$ cat src/rtl/flag_pkg.sv
`default_nettype none
// +------------------------------------------------------------------+
// | flag_pkg: stream length, FSM state encoding, expected byte table |
// | Revision: 1.0                                                    |
// +------------------------------------------------------------------+
package flag_pkg;

  localparam int LEN = 32;

  localparam logic [1:0] ST_IDLE = 2'd0;
  localparam logic [1:0] ST_RUN  = 2'd1;
  localparam logic [1:0] ST_DONE = 2'd2;

  localparam logic [7:0] TARGET [0:31] = '{
    8'd182, 8'd45,  8'd201, 8'd17,  8'd99,  8'd6,   8'd240, 8'd73,
    8'd128, 8'd55,  8'd3,   8'd190, 8'd87,  8'd222, 8'd31,  8'd160,
    8'd74,  8'd12,  8'd255, 8'd101, 8'd66,  8'd139, 8'd8,   8'd177,
    8'd250, 8'd43,  8'd119, 8'd200, 8'd91,  8'd14,  8'd163, 8'd215
  };

endpackage
`default_nettype wire

$ cat src/rtl/flag_target_rom.sv
`default_nettype none
// +------------------------------------------------------------------+
// | flag_target_rom: combinational index -> expected byte lookup     |
// | Revision: 1.0                                                    |
// +------------------------------------------------------------------+
module flag_target_rom
  import flag_pkg::*;
(
  input  logic [5:0] idx,
  output logic [7:0] data
);

  // Indices beyond the 32-entry table read as zero.
  always_comb begin
    data = 8'h00;
    if (!idx[5]) data = TARGET[idx[4:0]];
  end

endmodule
`default_nettype wire

$ cat src/rtl/flag_verdict.sv
`default_nettype none
// +------------------------------------------------------------------+
// | flag_verdict: compares a byte stream to the target table, reports|
// | pass/timeout verdict, first mismatch index and mismatch count    |
// | Revision: 1.0                                                    |
// +------------------------------------------------------------------+
module flag_verdict #(
  parameter int LEN     = flag_pkg::LEN,
  parameter int TIMEOUT = 16
) (
  input  logic       clk,
  input  logic       rst,
  input  logic       start,
  input  logic       in_valid,
  input  logic [7:0] in_data,
  output logic       busy,
  output logic       done,
  output logic       pass,
  output logic       timeout,
  output logic [5:0] err_idx,
  output logic [5:0] err_cnt
);

  localparam int         IDLE_W   = $clog2(TIMEOUT + 1);
  localparam logic [5:0] LEN_IDX  = 6'(LEN);
  localparam logic [5:0] LAST_IDX = 6'(LEN - 1);

  logic [1:0]        state_q,   state_d;
  logic [5:0]        idx_q,     idx_d;
  logic [IDLE_W-1:0] idle_q,    idle_d;
  logic [5:0]        err_cnt_q, err_cnt_d;
  logic [5:0]        err_idx_q, err_idx_d;
  logic              pass_q,    pass_d;
  logic              timeout_q, timeout_d;
  logic [7:0]        rom_data;

  flag_target_rom u_rom (
    .idx  (idx_q),
    .data (rom_data)
  );

  always_comb begin
    state_d   = state_q;
    idx_d     = idx_q;
    idle_d    = idle_q;
    err_cnt_d = err_cnt_q;
    err_idx_d = err_idx_q;
    pass_d    = pass_q;
    timeout_d = timeout_q;
    case (state_q)
      flag_pkg::ST_IDLE, flag_pkg::ST_RUN: begin
        // start (re)arms from IDLE or RUN; a byte in the same cycle is dropped
        if (start) begin
          state_d   = flag_pkg::ST_RUN;
          idx_d     = '0;
          idle_d    = '0;
          err_cnt_d = '0;
          err_idx_d = LEN_IDX;
          pass_d    = 1'b0;
          timeout_d = 1'b0;
        end else if (state_q == flag_pkg::ST_RUN) begin
          if (in_valid) begin
            idle_d = '0;
            if (in_data != rom_data) begin
              err_cnt_d = err_cnt_q + 6'd1;
              if (err_idx_q == LEN_IDX) err_idx_d = idx_q;
            end
            if (idx_q == LAST_IDX) begin
              state_d = flag_pkg::ST_DONE;
              pass_d  = (err_cnt_d == 6'd0);
            end else begin
              idx_d = idx_q + 6'd1;
            end
          end else begin
            idle_d = idle_q + 1'b1;
            if (idle_d == IDLE_W'(TIMEOUT)) begin
              state_d   = flag_pkg::ST_DONE;
              timeout_d = 1'b1;
              pass_d    = 1'b0;
            end
          end
        end
      end
      flag_pkg::ST_DONE: state_d = flag_pkg::ST_IDLE;
      default:           state_d = flag_pkg::ST_IDLE;
    endcase
  end

  always_ff @(posedge clk) begin
    if (rst) begin
      state_q   <= flag_pkg::ST_IDLE;
      idx_q     <= '0;
      idle_q    <= '0;
      err_cnt_q <= '0;
      err_idx_q <= LEN_IDX;
      pass_q    <= 1'b0;
      timeout_q <= 1'b0;
    end else begin
      state_q   <= state_d;
      idx_q     <= idx_d;
      idle_q    <= idle_d;
      err_cnt_q <= err_cnt_d;
      err_idx_q <= err_idx_d;
      pass_q    <= pass_d;
      timeout_q <= timeout_d;
    end
  end

  assign busy    = (state_q == flag_pkg::ST_RUN);
  assign done    = (state_q == flag_pkg::ST_DONE);
  assign pass    = pass_q;
  assign timeout = timeout_q;
  assign err_idx = err_idx_q;
  assign err_cnt = err_cnt_q;

endmodule
`default_nettype wire
$ cat config.mk
export PLATFORM = sky130hd
export DESIGN_NAME = flag_verdict
export DESIGN_NICKNAME = d
export VERILOG_FILES = /design/src/rtl/flag_pkg.sv /design/src/rtl/flag_target_rom.sv /design/src/rtl/flag_verdict.sv
export SDC_FILE = /design/constraint.sdc
export NUM_CORES = 1
export LEC_CHECK = 0
export CORE_UTILIZATION = 50
export DETAILED_ROUTE_END_ITERATION = 10
export GPL_TIMING_DRIVEN = 0
export HOLD_SLACK_MARGIN = 0.06
export PLACE_DENSITY = 0.76
export SLEW_MARGIN = 20
export SYNTH_ARGS = -nofsm -noshare
export SYNTH_HDL_FRONTEND = slang
export SYNTH_SLANG_ARGS = --single-unit
$ cat constraint.sdc
create_clock -name clk -period 3.2 [get_ports clk]
set_input_delay 0.8 -clock clk [delete_from_list [all_inputs] [get_ports clk]]
set_output_delay 0.8 -clock clk [all_outputs]
set_load 0.005 [all_outputs]
power_grid.png
The bar under the picture is 20 um long. Pins as bars on the die edge.
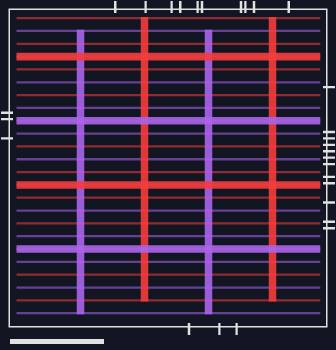
- red: VDD
- purple: VSS
- met4 straps: 4
- signal pins: 28
- rows: 23
- met1 rails: 24
- met5 straps: 4

placement_by_type.png
Fill, decap, tap and diode cells in gray.
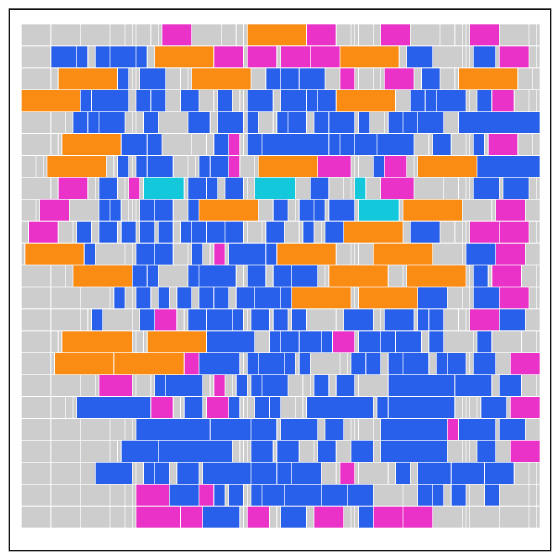
- orange: flops (cells 27; share of their area 21%)
- blue: combinational and other logic (cells 213; share of their area 61%)
- magenta: other buffers and delay cells (cells 50; share of their area 17%)
- cyan: clock drivers and dummy loads (cells 4; share of their area 1.7%)
Seq area share: 0.2051
core occupancy in the finished layout: 0.6634

clk_routes.png
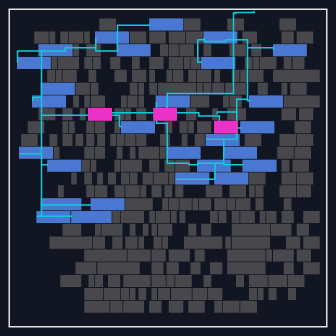
- cyan: clock wires (length 305 um)
- magenta: clock drivers (count 3)
- blue: flip-flops (count 27)
- routed clock nets: 4

==> impl_metrics.toml <==
# synthesis and place-and-route metrics
[status]
status = "complete, no violations"

[layout]
antenna-diode-count = 0
largest_cell_class = "multi-input combinational cells"
logic_gate_count = 198
regArea_um2 = 548.0
clk_share = 0.01685
logic_area_um2 = 1525
fin_nets = 317

[drt]
wl_per_cell_um = 15.99
firstDrtPassIters = 4
viasPerCell = 6.000
dr_wl_met3_um = 319
routed.top_layer = "met4"

[timing]
slew_headroom = 0.5827
fin_crit_ns = 3.152
setup_tns_ns = 0
final_max_slew_viol_count = 0

[grt]
antenna_found_initial = 0
grt_use_met1 = 0.3613
use_met2 = 0.3825
grt_usage = 0.2455
grt_max_degree = 15
grt_overflow_total = 0

[clocking]
hold_buffers = 0
h-tree-depth = 1
post_cts_buffers = 4
cts_buffers = 3

[setup_path]
critPathTopFamily = "simple AND/OR/NAND/NOR gates"
slowest_delay_ns = 0.57
path_class = "reg -> reg"
path_max_fanout = 5
cpMostUsedCell = "o311ai_2"
crit_buf_inv = 3

[placed_design]
place_area_um2 = 2447
gp_congestion = 0.9367

[synthesis]
yosys-stat-area_um2 = 2113
synth_cell_types = 59
synth_nets = 277
synth.area.top_cells = "dfxtp_1 26%, ha_1 5.9%, mux4_2 5.3%, nor2_1 4.3%, xnor2_1 3.7%"
synth-async-reset-ratio = 0
postSynthSeqShare = 0.2558
edf_count = 0

[power]
pwr-share-comb = 0.233
powerDensity_nw_per_um2 = 264.2

[die]
tap-cell-count = 50
-- stage by stage --
step,utilization,worst slack (ns)
floorplan,-,0.05085
global placement,0.6075,-0.4029
detailed placement,0.6075,-0.4124
CTS,0.6376,0.04369
global route,0.6634,-0.05974
finish,0.6634,0.04825
-- cell families (layout without fill, tap and decap cells) --
family	Yosys count	count (layout)	synth area share
XOR/XNOR	15	15	0.06217
AND-OR/OR-AND	69	69	0.2416
multiplexers	9	9	0.07283
adder cells (fa/ha/maj)	10	10	0.05921
flip-flops	27	27	0.2558
buffers and inverters	30	69	0.06927
AND/OR/NAND/NOR	95	95	0.2392
-- synth_stat cells, types with 2 or more instances --
master and number:
nand2_1 12, o221ai_1 2, or3_1 7, a31oi_1 3
clkbuf_1 7, o21ai_0 9, nor3_1 13, a22oi_1 2
o211ai_1 3, nor2b_1 9, nand3_1 12, a32o_1 4
mux4_2 5, or2_2 3, ha_1 10, mux2i_1 3
a21oi_1 14, a211oi_1 5, buf_4 2, xor2_1 6
dfxtp_1 27, buf_2 3, nor2_1 24, nand4_1 2
buf_6 3, inv_1 14, xnor2_1 9, o21ai_1 2
nand2b_1 6, o31a_1 5
-- power by group through the flow --
stage          Clock, mW  Combinational [mW]  Sequential [mW]
2_1_floorplan          0              0.0921            0.362
3_3_place_gp           0               0.139            0.363
3_5_place_dp           0               0.142            0.364
4_1_cts            0.198               0.153            0.353
5_1_grt            0.212               0.178            0.355
6_report           0.189               0.164            0.353
-- worst paths after layout --
kind              from        end  slack (ns)  cells after the start
max           idx_q[0]       pass        0.05                     12
min          idle_q[1]  idle_q[1]        0.49                      2
max reg2reg   idx_q[0]       pass        0.05                     12
min reg2reg  idle_q[1]  idle_q[1]        0.49                      2
No activity file was given, so power comes from the tool's default toggle rates.
